## src/rtl/ex_muldiv_pkg.sv

```systemverilog
// Shared definitions for the RV32M/RV64M multiply/divide execute unit:
// funct3 codes, the M-extension funct7 and the FSM state encoding.
package ex_muldiv_pkg;

    localparam logic [2:0] INST_MUL    = 3'b000;
    localparam logic [2:0] INST_MULH   = 3'b001;
    localparam logic [2:0] INST_MULHSU = 3'b010;
    localparam logic [2:0] INST_MULHU  = 3'b011;
    localparam logic [2:0] INST_DIV    = 3'b100;
    localparam logic [2:0] INST_DIVU   = 3'b101;
    localparam logic [2:0] INST_REM    = 3'b110;
    localparam logic [2:0] INST_REMU   = 3'b111;

    localparam logic [6:0] FUNCT7_MULDIV = 7'b0000001;

    typedef enum logic [1:0] {
        MD_IDLE = 2'd0,
        MD_CALC = 2'd1,
        MD_DONE = 2'd2
    } md_state_e;

endpackage

```

## src/rtl/ex_muldiv_sign.sv

```systemverilog
// Operand sign handling for mul/div: magnitudes, result sign flag and the
// divide-by-zero / signed-overflow shortcut with its architectural result.
module ex_muldiv_sign
    import ex_muldiv_pkg::*;
#(
    parameter int XLEN = 32
) (
    input  logic [2:0]      op_i,
    input  logic [XLEN-1:0] rs1_i,
    input  logic [XLEN-1:0] rs2_i,
    output logic [XLEN-1:0] mag1_o,
    output logic [XLEN-1:0] mag2_o,
    output logic            neg_o,
    output logic            fast_o,
    output logic [XLEN-1:0] fast_res_o
);

    localparam logic [XLEN-1:0] SMIN = {1'b1, {(XLEN-1){1'b0}}};

    logic is_div;
    logic is_rem;
    logic sgn1;
    logic sgn2;
    logic neg1;
    logic neg2;
    logic div0;
    logic ovf;

    always_comb begin
        is_div = op_i[2];
        is_rem = op_i[2] & op_i[1];
        sgn1   = (op_i == INST_MULH) || (op_i == INST_MULHSU)
              || (op_i == INST_DIV)  || (op_i == INST_REM);
        sgn2   = (op_i == INST_MULH) || (op_i == INST_DIV)
              || (op_i == INST_REM);
        neg1   = sgn1 & rs1_i[XLEN-1];
        neg2   = sgn2 & rs2_i[XLEN-1];
        mag1_o = neg1 ? -rs1_i : rs1_i;
        mag2_o = neg2 ? -rs2_i : rs2_i;
        // Remainder follows the dividend; product/quotient follow the xor.
        neg_o  = is_rem ? neg1 : (neg1 ^ neg2);
        div0   = is_div && (rs2_i == '0);
        ovf    = is_div && sgn2 && (rs1_i == SMIN) && (rs2_i == '1);
        fast_o = div0 | ovf;
        if (div0) begin
            fast_res_o = is_rem ? rs1_i : '1;
        end else begin
            fast_res_o = is_rem ? '0 : rs1_i;
        end
    end

endmodule

```

## src/rtl/ex_muldiv.sv

```systemverilog
// Iterative M-extension execute unit: one bit per cycle shift-add multiply
// and restoring divide, with stall request and flush abort.
module ex_muldiv
    import ex_muldiv_pkg::*;
#(
    parameter int XLEN  = 32,
    parameter int CNT_W = $clog2(XLEN) + 1
) (
    input  logic            clk,
    input  logic            rst,
    input  logic            start_i,
    input  logic [2:0]      op_i,
    input  logic [XLEN-1:0] rs1_i,
    input  logic [XLEN-1:0] rs2_i,
    input  logic [4:0]      reg_w_addr_i,
    input  logic            flush_i,
    output logic            busy_o,
    output logic            hold_o,
    output logic            valid_o,
    output logic [XLEN-1:0] result_o,
    output logic            reg_w_ena_o,
    output logic [4:0]      reg_w_addr_o
);

    md_state_e         state_q, state_d;
    logic [CNT_W-1:0]  cnt_q, cnt_d;
    logic [2:0]        op_q, op_d;
    logic              neg_q, neg_d;
    logic [4:0]        rd_q, rd_d;
    logic [XLEN-1:0]   opd_q, opd_d;
    logic [2*XLEN-1:0] acc_q, acc_d;
    logic [XLEN-1:0]   res_q, res_d;

    logic [XLEN-1:0]   mag1;
    logic [XLEN-1:0]   mag2;
    logic              sgn_neg;
    logic              fast;
    logic [XLEN-1:0]   fast_res;

    logic [XLEN-1:0]   mcand;
    logic [XLEN:0]     mul_sum;
    logic [XLEN:0]     div_rem;
    logic [XLEN:0]     div_try;
    logic [2*XLEN-1:0] iter;

    ex_muldiv_sign #(
        .XLEN (XLEN)
    ) u_sign (
        .op_i       (op_i),
        .rs1_i      (rs1_i),
        .rs2_i      (rs2_i),
        .mag1_o     (mag1),
        .mag2_o     (mag2),
        .neg_o      (sgn_neg),
        .fast_o     (fast),
        .fast_res_o (fast_res)
    );

    function automatic logic [XLEN-1:0] finish(
        input logic [2:0]        op,
        input logic              neg,
        input logic [2*XLEN-1:0] acc
    );
        logic [2*XLEN-1:0] prod;
        logic [XLEN-1:0]   part;
        prod = neg ? -acc : acc;
        if (!op[2]) begin
            return (op == INST_MUL) ? prod[XLEN-1:0] : prod[2*XLEN-1:XLEN];
        end
        part = op[1] ? acc[2*XLEN-1:XLEN] : acc[XLEN-1:0];
        return neg ? -part : part;
    endfunction

    // acc holds {product hi, multiplier} or {remainder, quotient}.
    always_comb begin
        mcand   = acc_q[0] ? opd_q : '0;
        mul_sum = {1'b0, acc_q[2*XLEN-1:XLEN]} + {1'b0, mcand};
        div_rem = {acc_q[2*XLEN-1:XLEN], acc_q[XLEN-1]};
        div_try = div_rem - {1'b0, opd_q};
        if (!op_q[2]) begin
            iter = {mul_sum, acc_q[XLEN-1:1]};
        end else if (div_try[XLEN]) begin
            iter = {div_rem[XLEN-1:0], acc_q[XLEN-2:0], 1'b0};
        end else begin
            iter = {div_try[XLEN-1:0], acc_q[XLEN-2:0], 1'b1};
        end
    end

    always_comb begin
        state_d = state_q;
        cnt_d   = cnt_q;
        op_d    = op_q;
        neg_d   = neg_q;
        rd_d    = rd_q;
        opd_d   = opd_q;
        acc_d   = acc_q;
        res_d   = res_q;
        unique case (state_q)
            MD_IDLE: begin
                if (!flush_i && start_i) begin
                    op_d  = op_i;
                    neg_d = sgn_neg;
                    rd_d  = reg_w_addr_i;
                    opd_d = mag2;
                    acc_d = {{XLEN{1'b0}}, mag1};
                    if (fast) begin
                        res_d   = fast_res;
                        state_d = MD_DONE;
                    end else begin
                        cnt_d   = CNT_W'(XLEN);
                        state_d = MD_CALC;
                    end
                end
            end
            MD_CALC: begin
                if (flush_i) begin
                    cnt_d   = '0;
                    state_d = MD_IDLE;
                end else begin
                    acc_d = iter;
                    cnt_d = cnt_q - CNT_W'(1);
                    if (cnt_q == CNT_W'(1)) begin
                        res_d   = finish(op_q, neg_q, iter);
                        state_d = MD_DONE;
                    end
                end
            end
            MD_DONE: state_d = MD_IDLE;
            default: state_d = MD_IDLE;
        endcase
    end

    always_ff @(posedge clk) begin
        if (rst) begin
            state_q <= MD_IDLE;
            cnt_q   <= '0;
            op_q    <= '0;
            neg_q   <= 1'b0;
            rd_q    <= '0;
            opd_q   <= '0;
            acc_q   <= '0;
            res_q   <= '0;
        end else begin
            state_q <= state_d;
            cnt_q   <= cnt_d;
            op_q    <= op_d;
            neg_q   <= neg_d;
            rd_q    <= rd_d;
            opd_q   <= opd_d;
            acc_q   <= acc_d;
            res_q   <= res_d;
        end
    end

    assign busy_o       = (state_q == MD_CALC);
    assign hold_o       = (start_i && (state_q == MD_IDLE) && !fast) || busy_o;
    assign valid_o      = (state_q == MD_DONE) && !flush_i;
    assign reg_w_ena_o  = valid_o;
    assign result_o     = res_q;
    assign reg_w_addr_o = rd_q;

endmodule

```

## config.mk

```make
export PLATFORM = sky130hd
export DESIGN_NAME = ex_muldiv
export DESIGN_NICKNAME = d
export VERILOG_FILES = /design/src/rtl/ex_muldiv_pkg.sv /design/src/rtl/ex_muldiv_sign.sv /design/src/rtl/ex_muldiv.sv
export SDC_FILE = /design/constraint.sdc
export NUM_CORES = 1
export LEC_CHECK = 0
export ABC_CLOCK_PERIOD_IN_PS = 6330
export CELL_PAD_IN_SITES_DETAIL_PLACEMENT = 1
export CELL_PAD_IN_SITES_GLOBAL_PLACEMENT = 1
export CORE_ASPECT_RATIO = 1.75
export CORE_MARGIN = 5
export CORE_UTILIZATION = 35
export DETAILED_ROUTE_END_ITERATION = 16
export HOLD_SLACK_MARGIN = 0.06
export PLACE_DENSITY = 0.79
export SYNTH_ARGS = -nofsm -noshare
export SYNTH_HDL_FRONTEND = slang
export SYNTH_HIERARCHICAL = 1
export SYNTH_SLANG_ARGS = --single-unit
```

## constraint.sdc

```tcl
create_clock -name clk -period 6.33 [get_ports clk]
set_clock_uncertainty 0.1 [all_clocks]
set_input_delay 0.633 -clock clk [delete_from_list [all_inputs] [get_ports clk]]
set_output_delay 0.633 -clock clk [all_outputs]
set_load 0.05 [all_outputs]
```

Power grid:
Bar = 50 um. Pins as bars on the die edge.
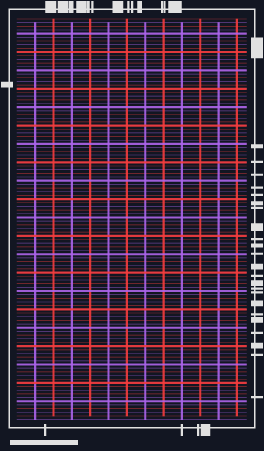
| net | color |
|---|---|
| VDD | red |
| VSS | purple |
met1 rails: 110
rows: 109
met4 straps: 12
met5 straps: 21
IR Drop Worst-Case VDD: 0.2074 mV
x dimension of the die: 180.6 um
Floorplan Core Area: 50,460 sq um
die height: 308.5 um

Cell classes on the final placement:
Fill, decap, tap and diode cells in gray.
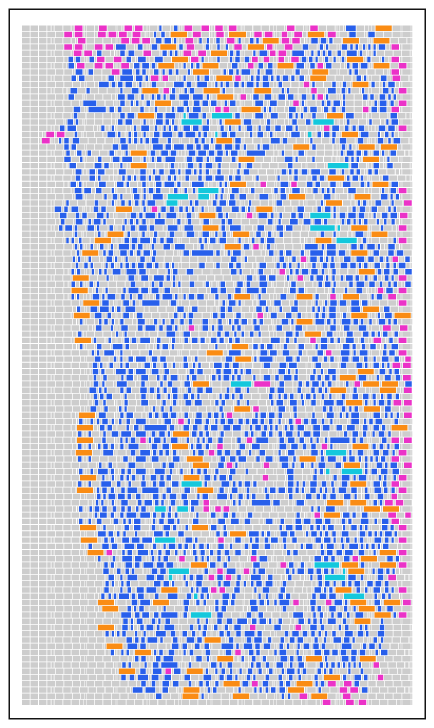
| class | color | cells | share of their area |
|---|---|---|---|
| flops | orange | 145 | 15% |
| combinational and other logic | blue | 2,274 | 73% |
| clock drivers and dummy loads | cyan | 31 | 3.0% |
| other buffers and delay cells | magenta | 193 | 9.0% |
sequential share of cell area: 14.38%
final standard cell area without fillers: 20,240 sq um
placement row count: 109
Final Util: 40.10%

==> results.txt <==
Synthesis and place-and-route results.

- The post-synth count of flops with an enable pin is 0.
- The layout cell share with drive strength beyond 1 is 7.340%.
- The final routed wire length divided by cell count is 26.27 um.
- The stage logs contain a warning count of 28.
- The most common cell in the netlist is sky130_fd_sc_hd__nand2_1.
- Setup repair after global routing left no endpoint under its margin.
- The endpoint of the lowest-slack register-to-register path is result_o[30].
- Looking at the max-slew report, the worst-margin pin has a slew of 1.137 ns.
- For reference, the critical path cell chain is and2_1 > ha_1 > fa_1 > a21o_1 > a221o_2 > a221oi_1 > o21ai_1 > a211oi_1 > xor2_1 > o221ai_1 > or4_4 > nor3_2 > mux2_1 > o2111ai_1 > a31oi_1.
- The clock tree root driver cell is sky130_fd_sc_hd__clkbuf_16.
- Headroom to the max-slew limit came out at 24.21%.
- Hold analysis shows the worst path with a depth of 2.
- The placed wire-length estimate is between 70,000 and 80,000 um.
- The first-pass GRT wire length is approximately 130,000 um.
- On the critical path, the stage with the largest delay is an instance of sky130_fd_sc_hd__a221oi_1.
- The power per standard cell area is 170.5 nW/um^2.
- Synthesis produced a netlist with a net count of 2,750.
- Yosys reports that the most numerous cell types are sky130_fd_sc_hd__nand2_1, sky130_fd_sc_hd__nor2_1, sky130_fd_sc_hd__a21oi_1.
- The number of buffers between clock root and the deepest sink is 2.
- Once iteration 0 of detailed routing completed, the report listed about 1,800 DRC markers.
- The most used flip-flop cell after synthesis is sky130_fd_sc_hd__dfxtp_1.
- The clock period minus worst slack is 5.976 ns.
- The data arrival time at the worst-slack endpoint is 6.19 ns.
- The total negative slack for setup checks is 0 ns.
- The per-instance average area after synthesis is slightly below 7 sq um.
- The TritonCTS buffer count is 17.
- The leakage power of the design is ~7.4 nW.
- The hold-critical path endpoint is state_q[0].
- The cell type that accounts for the most area after synthesis is sky130_fd_sc_hd__dfxtp_1.
- The detail route stage leaves a number of antenna-violating nets equal to 0.
- The critical register-to-register path startpoint is acc_q[0].
- The net count reported at finish is approximately 2,800.
- Per the detailed-route log, wirelength across all metal layers totals 86,920 um.
- The timing report gives the biggest stage delay along the critical path as between 0.6 and 0.7 ns.
- The total number of clock tree sinks is 145.
- Per the post-run analysis, buffers plus inverters along the critical path come to 0.
- TritonCTS built the clock tree.
- Max fanout on the critical path was recorded as 18.
- Counting buffers and inverters, the worst setup path is 15 cells deep.
- The top cell type by area accounts for 16.28% of the synthesized area.
- The worst setup path is of the reg2reg kind.
- For this run, the total global-route usage over all layers was measured as between 30% and 40%.
- The type recorded for the worst min-delay path is in2reg.
- The share of synthesized registers carrying an async set or reset is 0%.
- The placer's final routability congestion estimate is 0.9866.
- The final hold violation count recorded for this run is 0.
- The final antenna diode tally reported by the flow is 0.
- The netlist area before placement is roughly 18,000 sq um.
- The number of setup buffers added after CTS is 0.
- The timing report gives the worst reg2reg path a setup slack of 0.35 ns.
- The share of the cycle needed by the critical path after routing is 94.41%.
- The sequential area share after synthesis is 16.28%.
- The cell type group with the largest total delay on the critical path is AND-OR/OR-AND gates.
- The die area is 55,720 sq um.
- The depth of the worst register-to-register path is 15.
- The start point of the critical path is acc_q[0].
- The startpoint of the tightest hold check path is rst.
- The detailed-route vias per instance is 6.317.
- Across all layers, the routed design uses ~21,000 vias.
- The total of warnings raised by yosys is 6.
- Clock-pin slew was measured on the worst setup and hold paths at 0.06 ns.
- The synthesized netlist was found by Yosys to have ~2,600 cells.
- For this run the aggregate overflow at the end of global routing stands at 0.
- The chip area line of the yosys report is 17,830 sq um.
- The number of endpoints failing setup at the final stage is 0.
- The kind of capture point of the worst setup path is a flop.
- As logged by OpenROAD, the buffers inserted on ports number 116.
- The register bit count reported by yosys is 145.
- The worst hold slack is 0.3122 ns.
- The floorplan report gives the top-level pin count as 117.
- The initial antenna violation count came to 1.
- The script parses the final routing iteration and logs DRC violations as 0.
- In this run the layout overhead on the synthesized area is reported as 13.52%.
- The number of search-and-repair iterations in the first detailed-routing pass is 6.
- The tally of unique sky130hd cells used after synthesis is 108.
- The cell count after synthesis is 2,601.
- The post-CTS hold buffer count recorded in the log is 0.
- STA puts the critical path data required time at 6.55 ns.
- The count of max-cap constraint violations is 0.
- The initial utilization of the core area, before any placement, comes to 35.33%.
- Per the timing report, the achievable frequency comes out to between 150 and 200 MHz.
- The via count of the first global-routing pass is 21,820.
- Entering global routing, the biggest net connects 76 pins.
- The filler cells instantiated in the layout total approximately 6,500.
- For reference, the top cells by area after synthesis are sky130_fd_sc_hd__dfxtp_1, sky130_fd_sc_hd__a21oi_1, sky130_fd_sc_hd__nand2_1.
- The flow ran to the end, and the final reports show no timing, DRC or antenna violations.
- Pins over their slew limit in the final report were tallied at 0.
- STA classifies the critical path startpoint as a flop.
- Looking at the clock tree report, the H-tree level count equals 4.
Clock network drawn from the DEF:
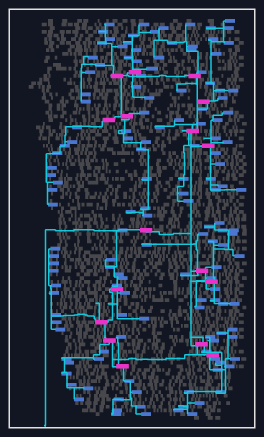
[flip-flops] blue | count: 145
[clock wires] cyan | length: 2,770 um
[clock drivers] magenta | count: 17
routed clock nets: 18
clock group share of total power: 30.9%
clk ins delay skew pair: 0.47 ns
clock distribution power: 1.06 mW

[kinds of logic (layout without fill, tap and decap cells)]
kind of cell             after synthesis  count (layout)  synth area share [%]
XOR/XNOR                             161             161                 7.910
multiplexers                          65              65                 3.910
adder cells (fa/ha/maj)               73              73                 5.208
AND-OR/OR-AND                        872             872                 32.96
AND/OR/NAND/NOR                      996             996                 27.07
flip-flops                           145             145                 16.28
buffers and inverters                289             331                 6.661
[state kept, by name, summed over array words and instances (netlist names)]
register      count
acc_q            64
opd_q            32
result_o         32
cnt_q             6
reg_w_addr_o      5
op_q              3
state_q           2
neg_q             1
[power breakdown]
part	switching (mW)	internal, mW	leakage, nW
logic	0.913	0.469	5.98
registers	0.0560	0.947	1.18
clock network	0.447	0.617	0.287
[cell type report]
cell class,count,area (sq um),share of cell area [%]
multi-input cells,2167,13770,68.03
repair buffers,193,1749,8.644
well taps,666,833.3,4.118
inverters,107,401.6,1.985
flip-flops and latches,145,2909,14.38
clock buffers,25,495.5,2.449
clock inverters,6,80.08,0.3957
[metrics by stage]
stage	instances	setup WS, ns	total power, mW	util (%)	area [sq um]
2_1_floorplan	2601	1.518	1.872	-	17830
3_3_place_gp	3278	0.3856	2.347	38.95	19660
3_5_place_dp	3278	0.2298	2.378	38.95	19660
4_1_cts	3309	0.2022	3.437	40.09	20230
5_1_grt	3309	0.1122	3.598	40.10	20240
6_report	3309	0.3537	3.450	40.10	20240
[layer usage]
metal | track usage [%] | part of all wire (%)
met5 | 0 | 0.016
met4 | 24.50 | 9.7
met3 | 3.047 | 3.7
met2 | 55.58 | 51
met1 | 30.60 | 36
[placed cells by master, fill, tap and decap left out, types with 41 or more instances in the layout]
cell type / instances
sky130_fd_sc_hd__ha_1: 71
sky130_fd_sc_hd__o21ai_0: 120
sky130_fd_sc_hd__nand2_1: 300
sky130_fd_sc_hd__buf_4: 77
sky130_fd_sc_hd__dfxtp_1: 142
sky130_fd_sc_hd__clkdlybuf4s50_1: 115
sky130_fd_sc_hd__a21oi_1: 244
sky130_fd_sc_hd__a211oi_1: 71
sky130_fd_sc_hd__xor2_1: 52
sky130_fd_sc_hd__and2_1: 45
sky130_fd_sc_hd__nor3_1: 66
sky130_fd_sc_hd__xnor2_1: 109
sky130_fd_sc_hd__mux2i_1: 48
sky130_fd_sc_hd__a22oi_1: 62
sky130_fd_sc_hd__o31ai_1: 41
sky130_fd_sc_hd__a31oi_1: 54
sky130_fd_sc_hd__nor2_1: 277
sky130_fd_sc_hd__nand3_1: 73
sky130_fd_sc_hd__inv_1: 103
[how the worst max path moves through the flow]
stage | end
after global routing | result_o[0]
after detailed placement | result_o[24]
after floorplan | result_o[24]
after global placement | result_o[30]
after CTS | result_o[24]
final | result_o[30]
[repair_timing]
| action | in CTS | in global routing |
|---|---|---|
| hold endpoints to repair | 0 | 0 |
| endpoints found under the setup margin | 0 | 8 |
| resized | 0 | 2 |
Power and IR drop assume default switching activity.
